[config.mk]
export PLATFORM = sky130hd
export DESIGN_NAME = boot_loader
export DESIGN_NICKNAME = d
export VERILOG_FILES = /design/src/rtl/proRISC_pkg.sv /design/src/rtl/boot_rx_ctr.sv /design/src/rtl/boot_loader.sv
export SDC_FILE = /design/constraint.sdc
export NUM_CORES = 1
export LEC_CHECK = 0
export CORE_UTILIZATION = 54
export DETAILED_ROUTE_END_ITERATION = 7
export HOLD_SLACK_MARGIN = 0.08
export MAX_ROUTING_LAYER = met4
export PLACE_DENSITY = 0.78
export SYNTH_ARGS = -nofsm -noshare
export SYNTH_HDL_FRONTEND = slang
export SYNTH_SLANG_ARGS = --single-unit
[constraint.sdc]
create_clock -name clk -period 3.2 [get_ports clk]
set_clock_uncertainty 0.2 [all_clocks]
set_input_delay 0.8 -clock clk [delete_from_list [all_inputs] [get_ports clk]]
set_output_delay 0.8 -clock clk [all_outputs]
set_load 0.03 [all_outputs]
[src/rtl/proRISC_pkg.sv]
// proRISC shared definitions for the boot path.
// Holds the loader FSM state encodings, stream byte/checksum widths and
// the checksum pass test used by boot_loader.
package proRISC_pkg;

  localparam int unsigned BYTE_W = 8;
  localparam int unsigned CSUM_W = 8;

  // Loader FSM state encodings
  localparam logic [2:0] ST_HDR  = 3'd0;
  localparam logic [2:0] ST_LOAD = 3'd1;
  localparam logic [2:0] ST_CSUM = 3'd2;
  localparam logic [2:0] ST_HOLD = 3'd3;
  localparam logic [2:0] ST_RUN  = 3'd4;
  localparam logic [2:0] ST_ERR  = 3'd5;

  // Image is good when the data-byte sum plus the CSUM byte is 0 mod 256.
  function automatic logic csum_ok(input logic [CSUM_W-1:0] sum,
                                   input logic [BYTE_W-1:0] csum);
    logic [CSUM_W-1:0] total;
    total = sum + csum;
    return total == '0;
  endfunction

endpackage

[src/rtl/boot_rx_ctr.sv]
// Up-counter with synchronous clear and terminal-count compare.
// Ports:
//   i_clk, i_rst  clock, asynchronous active-high reset
//   i_clr         synchronous clear to zero (priority over i_inc)
//   i_inc         increment by one
//   i_term        terminal value
//   o_count       current count
//   o_tc          count equals i_term
module boot_rx_ctr #(
  parameter int unsigned W = 5
) (
  input  logic         i_clk,
  input  logic         i_rst,
  input  logic         i_clr,
  input  logic         i_inc,
  input  logic [W-1:0] i_term,
  output logic [W-1:0] o_count,
  output logic         o_tc
);

  logic [W-1:0] r_count;

  always_ff @(posedge i_clk or posedge i_rst) begin
    if (i_rst) begin
      r_count <= '0;
    end else if (i_clr) begin
      r_count <= '0;
    end else if (i_inc) begin
      r_count <= r_count + 1'b1;
    end
  end

  assign o_count = r_count;
  assign o_tc    = (r_count == i_term);

endmodule

[src/rtl/boot_loader.sv]
// Boot loader for proRISC: receives LEN, N data bytes and CSUM over a
// valid/ready byte stream, writes the data into program memory and holds
// the CPU in reset until the image is loaded and its checksum verified.
// Ports:
//   clk, reset            clock, asynchronous active-high reset
//   rx_valid/rx_data      incoming stream byte
//   rx_ready              loader accepts a byte (decoded from state only)
//   reload                start a new load from RUN or ERR
//   mem_we/addr/wdata     program memory write port (one cycle after accept)
//   cpu_reset             registered CPU reset, low only in RUN
//   boot_done, boot_err   load succeeded / failed
module boot_loader
  import proRISC_pkg::*;
#(
  parameter int unsigned ADDR_W   = 5,
  parameter int unsigned RST_HOLD = 4
) (
  input  logic              clk,
  input  logic              reset,
  input  logic              rx_valid,
  input  logic [BYTE_W-1:0] rx_data,
  output logic              rx_ready,
  input  logic              reload,
  output logic              mem_we,
  output logic [ADDR_W-1:0] mem_addr,
  output logic [BYTE_W-1:0] mem_wdata,
  output logic              cpu_reset,
  output logic              boot_done,
  output logic              boot_err
);

  localparam int unsigned DEPTH     = 32'd1 << ADDR_W;
  localparam int unsigned HOLD_BITS = (RST_HOLD > 1) ? $clog2(RST_HOLD) : 1;
  localparam int unsigned CNT_W     = (ADDR_W > HOLD_BITS) ? ADDR_W : HOLD_BITS;

  logic [2:0]        r_state;
  logic [2:0]        w_next;
  logic [CNT_W-1:0]  r_last;     // index of the final data byte (N-1)
  logic [CSUM_W-1:0] r_sum;
  logic              r_mem_we;
  logic [ADDR_W-1:0] r_mem_addr;
  logic [BYTE_W-1:0] r_mem_wdata;
  logic              r_cpu_reset;
  logic              r_boot_done;
  logic              r_boot_err;

  logic              w_acc;
  logic              w_len_ok;
  logic [CNT_W-1:0]  w_len_last;
  logic              w_ctr_clr;
  logic              w_ctr_inc;
  logic [CNT_W-1:0]  w_ctr_term;
  logic [CNT_W-1:0]  w_cnt;
  logic              w_tc;

  assign rx_ready = (r_state == ST_HDR) || (r_state == ST_LOAD) ||
                    (r_state == ST_CSUM);
  assign w_acc    = rx_valid && rx_ready;

  assign w_len_ok   = (32'(rx_data) <= DEPTH);
  assign w_len_last = (rx_data == '0) ? CNT_W'(DEPTH - 1)
                                      : CNT_W'(rx_data - 8'd1);

  // One counter serves both phases: byte address during LOAD, hold timer
  // during HOLD. It stops on the final data byte so it never wraps.
  assign w_ctr_clr  = w_acc && ((r_state == ST_HDR) || (r_state == ST_CSUM));
  assign w_ctr_inc  = ((r_state == ST_LOAD) && w_acc && !w_tc) ||
                      (r_state == ST_HOLD);
  assign w_ctr_term = (r_state == ST_HOLD) ? CNT_W'(RST_HOLD - 1) : r_last;

  boot_rx_ctr #(
    .W (CNT_W)
  ) u_ctr (
    .i_clk   (clk),
    .i_rst   (reset),
    .i_clr   (w_ctr_clr),
    .i_inc   (w_ctr_inc),
    .i_term  (w_ctr_term),
    .o_count (w_cnt),
    .o_tc    (w_tc)
  );

  always_comb begin
    w_next = r_state;
    case (r_state)
      ST_HDR:  if (w_acc) w_next = w_len_ok ? ST_LOAD : ST_ERR;
      ST_LOAD: if (w_acc && w_tc) w_next = ST_CSUM;
      ST_CSUM: if (w_acc) w_next = csum_ok(r_sum, rx_data) ? ST_HOLD : ST_ERR;
      ST_HOLD: if (w_tc) w_next = ST_RUN;
      ST_RUN:  if (reload) w_next = ST_HDR;
      ST_ERR:  if (reload) w_next = ST_HDR;
      default: w_next = ST_HDR;
    endcase
  end

  always_ff @(posedge clk or posedge reset) begin
    if (reset) begin
      r_state     <= ST_HDR;
      r_last      <= '0;
      r_sum       <= '0;
      r_mem_we    <= 1'b0;
      r_mem_addr  <= '0;
      r_mem_wdata <= '0;
      r_cpu_reset <= 1'b1;
      r_boot_done <= 1'b0;
      r_boot_err  <= 1'b0;
    end else begin
      r_state  <= w_next;
      r_mem_we <= (r_state == ST_LOAD) && w_acc;
      if ((r_state == ST_HDR) && w_acc && w_len_ok) begin
        r_last <= w_len_last;
        r_sum  <= '0;
      end
      if ((r_state == ST_LOAD) && w_acc) begin
        r_mem_addr  <= w_cnt[ADDR_W-1:0];
        r_mem_wdata <= rx_data;
        r_sum       <= r_sum + rx_data;
      end
      // Status flags follow the next state so they change on the same edge.
      r_cpu_reset <= (w_next != ST_RUN);
      r_boot_done <= (w_next == ST_RUN);
      r_boot_err  <= (w_next == ST_ERR);
    end
  end

  assign mem_we    = r_mem_we;
  assign mem_addr  = r_mem_addr;
  assign mem_wdata = r_mem_wdata;
  assign cpu_reset = r_cpu_reset;
  assign boot_done = r_boot_done;
  assign boot_err  = r_boot_err;

endmodule

==> flow_summary.json <==
{
  "status": "complete, no violations",
  "cts_root_buf": "clkbuf_8",
  "hold_ws_ns": 0.280,
  "drt_pass1_iterations": 4,
  "gr-total-overflow": 0,
  "postRouteAntennaNets": 0,
  "drive_gt1_frac": 0.163,
  "mi_logic_area_um2": 1150,
  "crit_type": "input pin to register",
  "coreArea_um2": 3770,
  "cp-start-kind": "input pin",
  "crit_required_ns": 3.21,
  "rows": 22,
  "cap_violations": 0,
  "swShare": 0.427,
  "ys_seq_frac": 0.439,
  "netlist_area_um2": 2170,
  "grt_use_met3": 0.0469,
  "post-route-util": 0.742,
  "p_seq_frac": 0.329,
  "edf_count": 0,
  "cts_tree": "yes",
  "r2r_setup_slack_ns": 0.66,
  "antenna_cells": 0,
  "globalplace.congestion": 0.950,
  "finalNetCount": 311,
  "die_h_um": 65.4,
  "ys_cells": 235,
  "htree_levels": 2,
  "final_cell_area_um2": 2800,
  "rsz0062_at_grt": "no",
  "synth_nets": 258,
  "warnings": 27,
  "fillers": 294,
  "postPlaceCellArea_um2": 2680,
  "power-per-cell-area_nw_per_um2": 948,
  "relSlewSlack": 0.654,
  "routed_wl_mm": 4.88,
  "syn_to_final_growth_pct": 28.9,
  "grt_use_met1": 0.351,
  "cp_max_fo": 4,
  "p_int_mw": 1.52,
  "dieArea_um2": 4280,
  "cts_buffers": 5,
  "ys_ff": 38,
  "cts_max_path_buffers": 2,
  "synth_cells": 235,
  "period_needed_ns": 3.14,
  "endpoint_kind": "register",
  "final-max-slew-violation-count": 0,
  "setup_viol": 0,
  "portBuffers": 29,
  "grtUsageTotal": 0.263,
  "grt_max_degree": 39,
  "total_leakage_power_nw": 1.29,
  "rr_endpoint": "boot_err",
  "drt-initial-drc-count": 108,
  "p_total_mw": 2.65,
  "reg2reg_from": "r_sum[0]",
  "globalRouteMet2Util": 0.415,
  "ir_drop_mv": 0.435,
  "worstRegToRegCells": 8,
  "grt_first_pass_wirelength_mm": 8.29,
  "dpl.hpwl_mm": 3.47,
  "mostFrequentLayoutCells": "nand2_1, dfrtp_1, clkdlybuf4s50_1",
  "drc_errors": 0,
  "layout_top_cell": "nand2_1",
  "switchingPower_mw": 1.13,
  "ios": 30,
  "timing.fmax_mhz": 319,
  "yosys_most_used_dff": "dfrtp_1",
  "synth_area_per_cell_um2": 9.24,
  "cts_hold_buf": 0,
  "crit_path_start": "rx_data[0]",
  "antenna_found_initial": 0,
  "yosysUniqueCellTypes": 54,
  "wl_per_cell_um": 14.5,
  "yosys_area_um2": 2170,
  "critical_path.endpoint": "boot_err",
  "hold_class": "register to register",
  "die_x_um": 65.4,
  "path_clk_slew_ns": 0.07,
  "clkPwrFrac": 0.130,
  "grt_pass1_vias": 1809,
  "yosysWarnings": 0,
  "route.vias.total": 1935,
  "fp-utilization": 0.576,
  "postCtsSetupRepairBufs": 0,
  "worstMarginPinSlew_ns": 0.516,
  "fin_crit_sh": 0.980,
  "busiest_layer": "met2",
  "cp_data_arrival_time_ns": 3.14,
  "comb_power_share": 0.541,
  "via_per_inst": 5.74,
  "register_area_um2": 952,
  "hold_violations": 0,
  "ys_async_sr_fraction": 1.00
}
## worst max-delay path: stages
cell and delay, ns:
clkdlybuf4s50_1 0.43, ha_1 0.24, fa_1 0.43, a211oi_2 0.28, or2_1 0.21, a221oi_2 0.08, o2111a_1 0.17, a211o_2 0.32
a21boi_0 0.18
## routing by layer
metal	wire length, µm	share of wire
met5	0	0
met4	73	0.015
met3	206	0.042
met2	2280	0.47
met1	2330	0.48
## cells in the mapped netlist (4+ instances only)
cell,number,area (µm²)
mux2i_1,4,40.0
inv_1,12,45.0
o21ai_0,17,85.1
clkbuf_1,4,15.0
dfrtp_1,37,926
xnor2_1,5,43.8
ha_1,10,125
a21oi_1,6,30.0
nand3_1,6,30.0
a31oi_1,5,31.3
nand2_1,56,210
nor2_1,10,37.5
## kinds of logic after synthesis
| group | share of synthesized area |
|---|---|
| compound gates | 0.187 |
| xor+xnor | 0.0323 |
| fa+ha+maj | 0.0669 |
| buf+inv | 0.0426 |
| flops | 0.439 |
| mux | 0.0236 |
| simple gates | 0.209 |
## worst min path at each step
stage                             to  depth (start not counted)  slack (ns)              from
finish                  mem_wdata[5]                          2        0.28      mem_wdata[5]
global route            mem_wdata[5]                          2        0.31      mem_wdata[5]
CTS                     mem_wdata[5]                          2        0.29      mem_wdata[5]
detailed placement      mem_wdata[7]                          2        0.27      mem_wdata[7]
global placement        mem_wdata[7]                          2        0.26      mem_wdata[7]
floorplan           u_ctr.o_count[4]                          1        0.29  u_ctr.o_count[4]
## registers in the layout (all words and copies together), names as in the netlist
| signal | cells |
|---|---|
| mem_wdata | 8 |
| mem_we | 1 |
| mem_addr | 5 |
| boot_done | 1 |
| r_sum | 8 |
| r_state | 3 |
| u_ctr.o_count | 5 |
| cpu_reset | 1 |
| r_last | 5 |
| boot_err | 1 |
## cell type report
cell class / count / share of cell area
well taps: 48 / 0.0215
multi-input cells: 176 / 0.411
clock inverters: 1 / 0.00179
flip-flops and latches: 38 / 0.340
repair buffers: 55 / 0.178
inverters: 12 / 0.0161
clock buffers: 7 / 0.0309
## metrics by stage
| stage | setup TNS (ns) | setup WS [ns] | instances |
|---|---|---|---|
| global placement | -1.61 | -0.232 | 329 |
| finish | 0 | 0.0627 | 337 |
| CTS | 0 | 0.0179 | 337 |
| global route | 0 | 0.00260 | 337 |
| floorplan | 0 | 0.360 | 235 |
| detailed placement | -2.56 | -0.336 | 329 |
## what timing repair did
action,in CTS,in global routing
pin swaps,0,2
gates resized,1,4
setup endpoints to repair,1,5
## power groups by stage
stage               clock network (mW)  registers [mW]  logic [mW]
floorplan                            0           0.998       0.763
global placement                     0           0.866        1.37
detailed placement                   0           0.876        1.39
CTS                              0.348           0.870        1.42
global route                     0.367           0.897        1.58
finish                           0.345           0.871        1.43
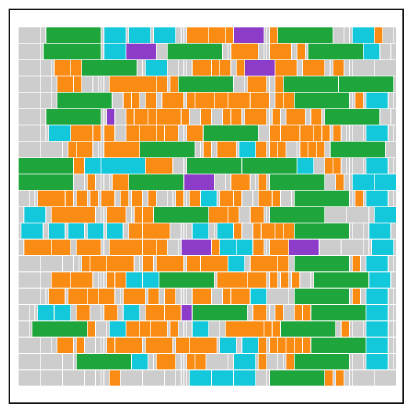
*Placement by cell class*
Drawn at 6 px/µm. Fill, decap, tap and diode cells in grey.
| class | colour | cells |
|---|---|---|
| other buffers and delay cells | cyan | 55 |
| all other logic | orange | 188 |
| flops | green | 38 |
| clock drivers and dummy loads | purple | 8 |

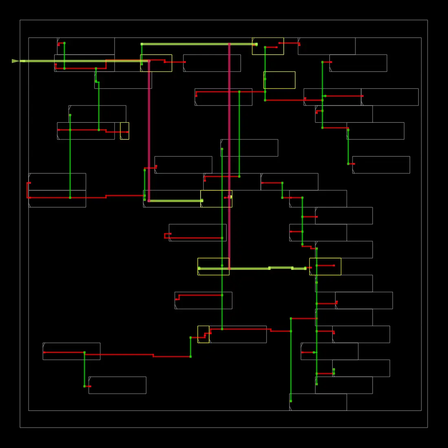
*Clock routing*
Clock Latency Late Sink: 0.29 ns
CLK BUF: 7
clock network power: 0.345 mW
CTS sink count: 38

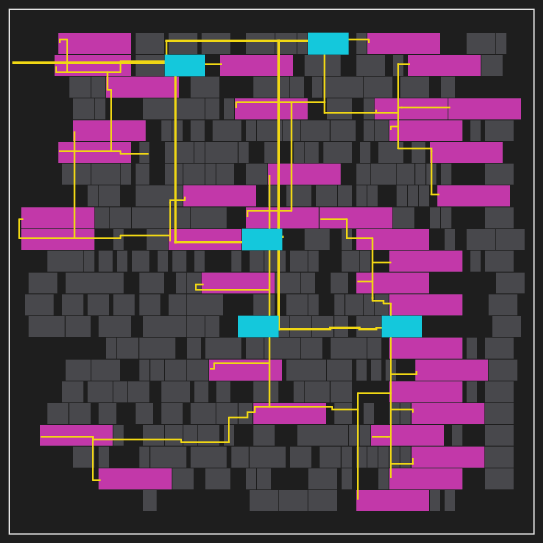
*Clock distribution*
Drawn at 8 px/µm.
[clock wires] yellow | length: 485 µm
[cells driving clock nets] cyan | count: 5
[flip-flops] magenta | count: 38
flops lie: widely spread

Power and IR drop assume default switching activity.
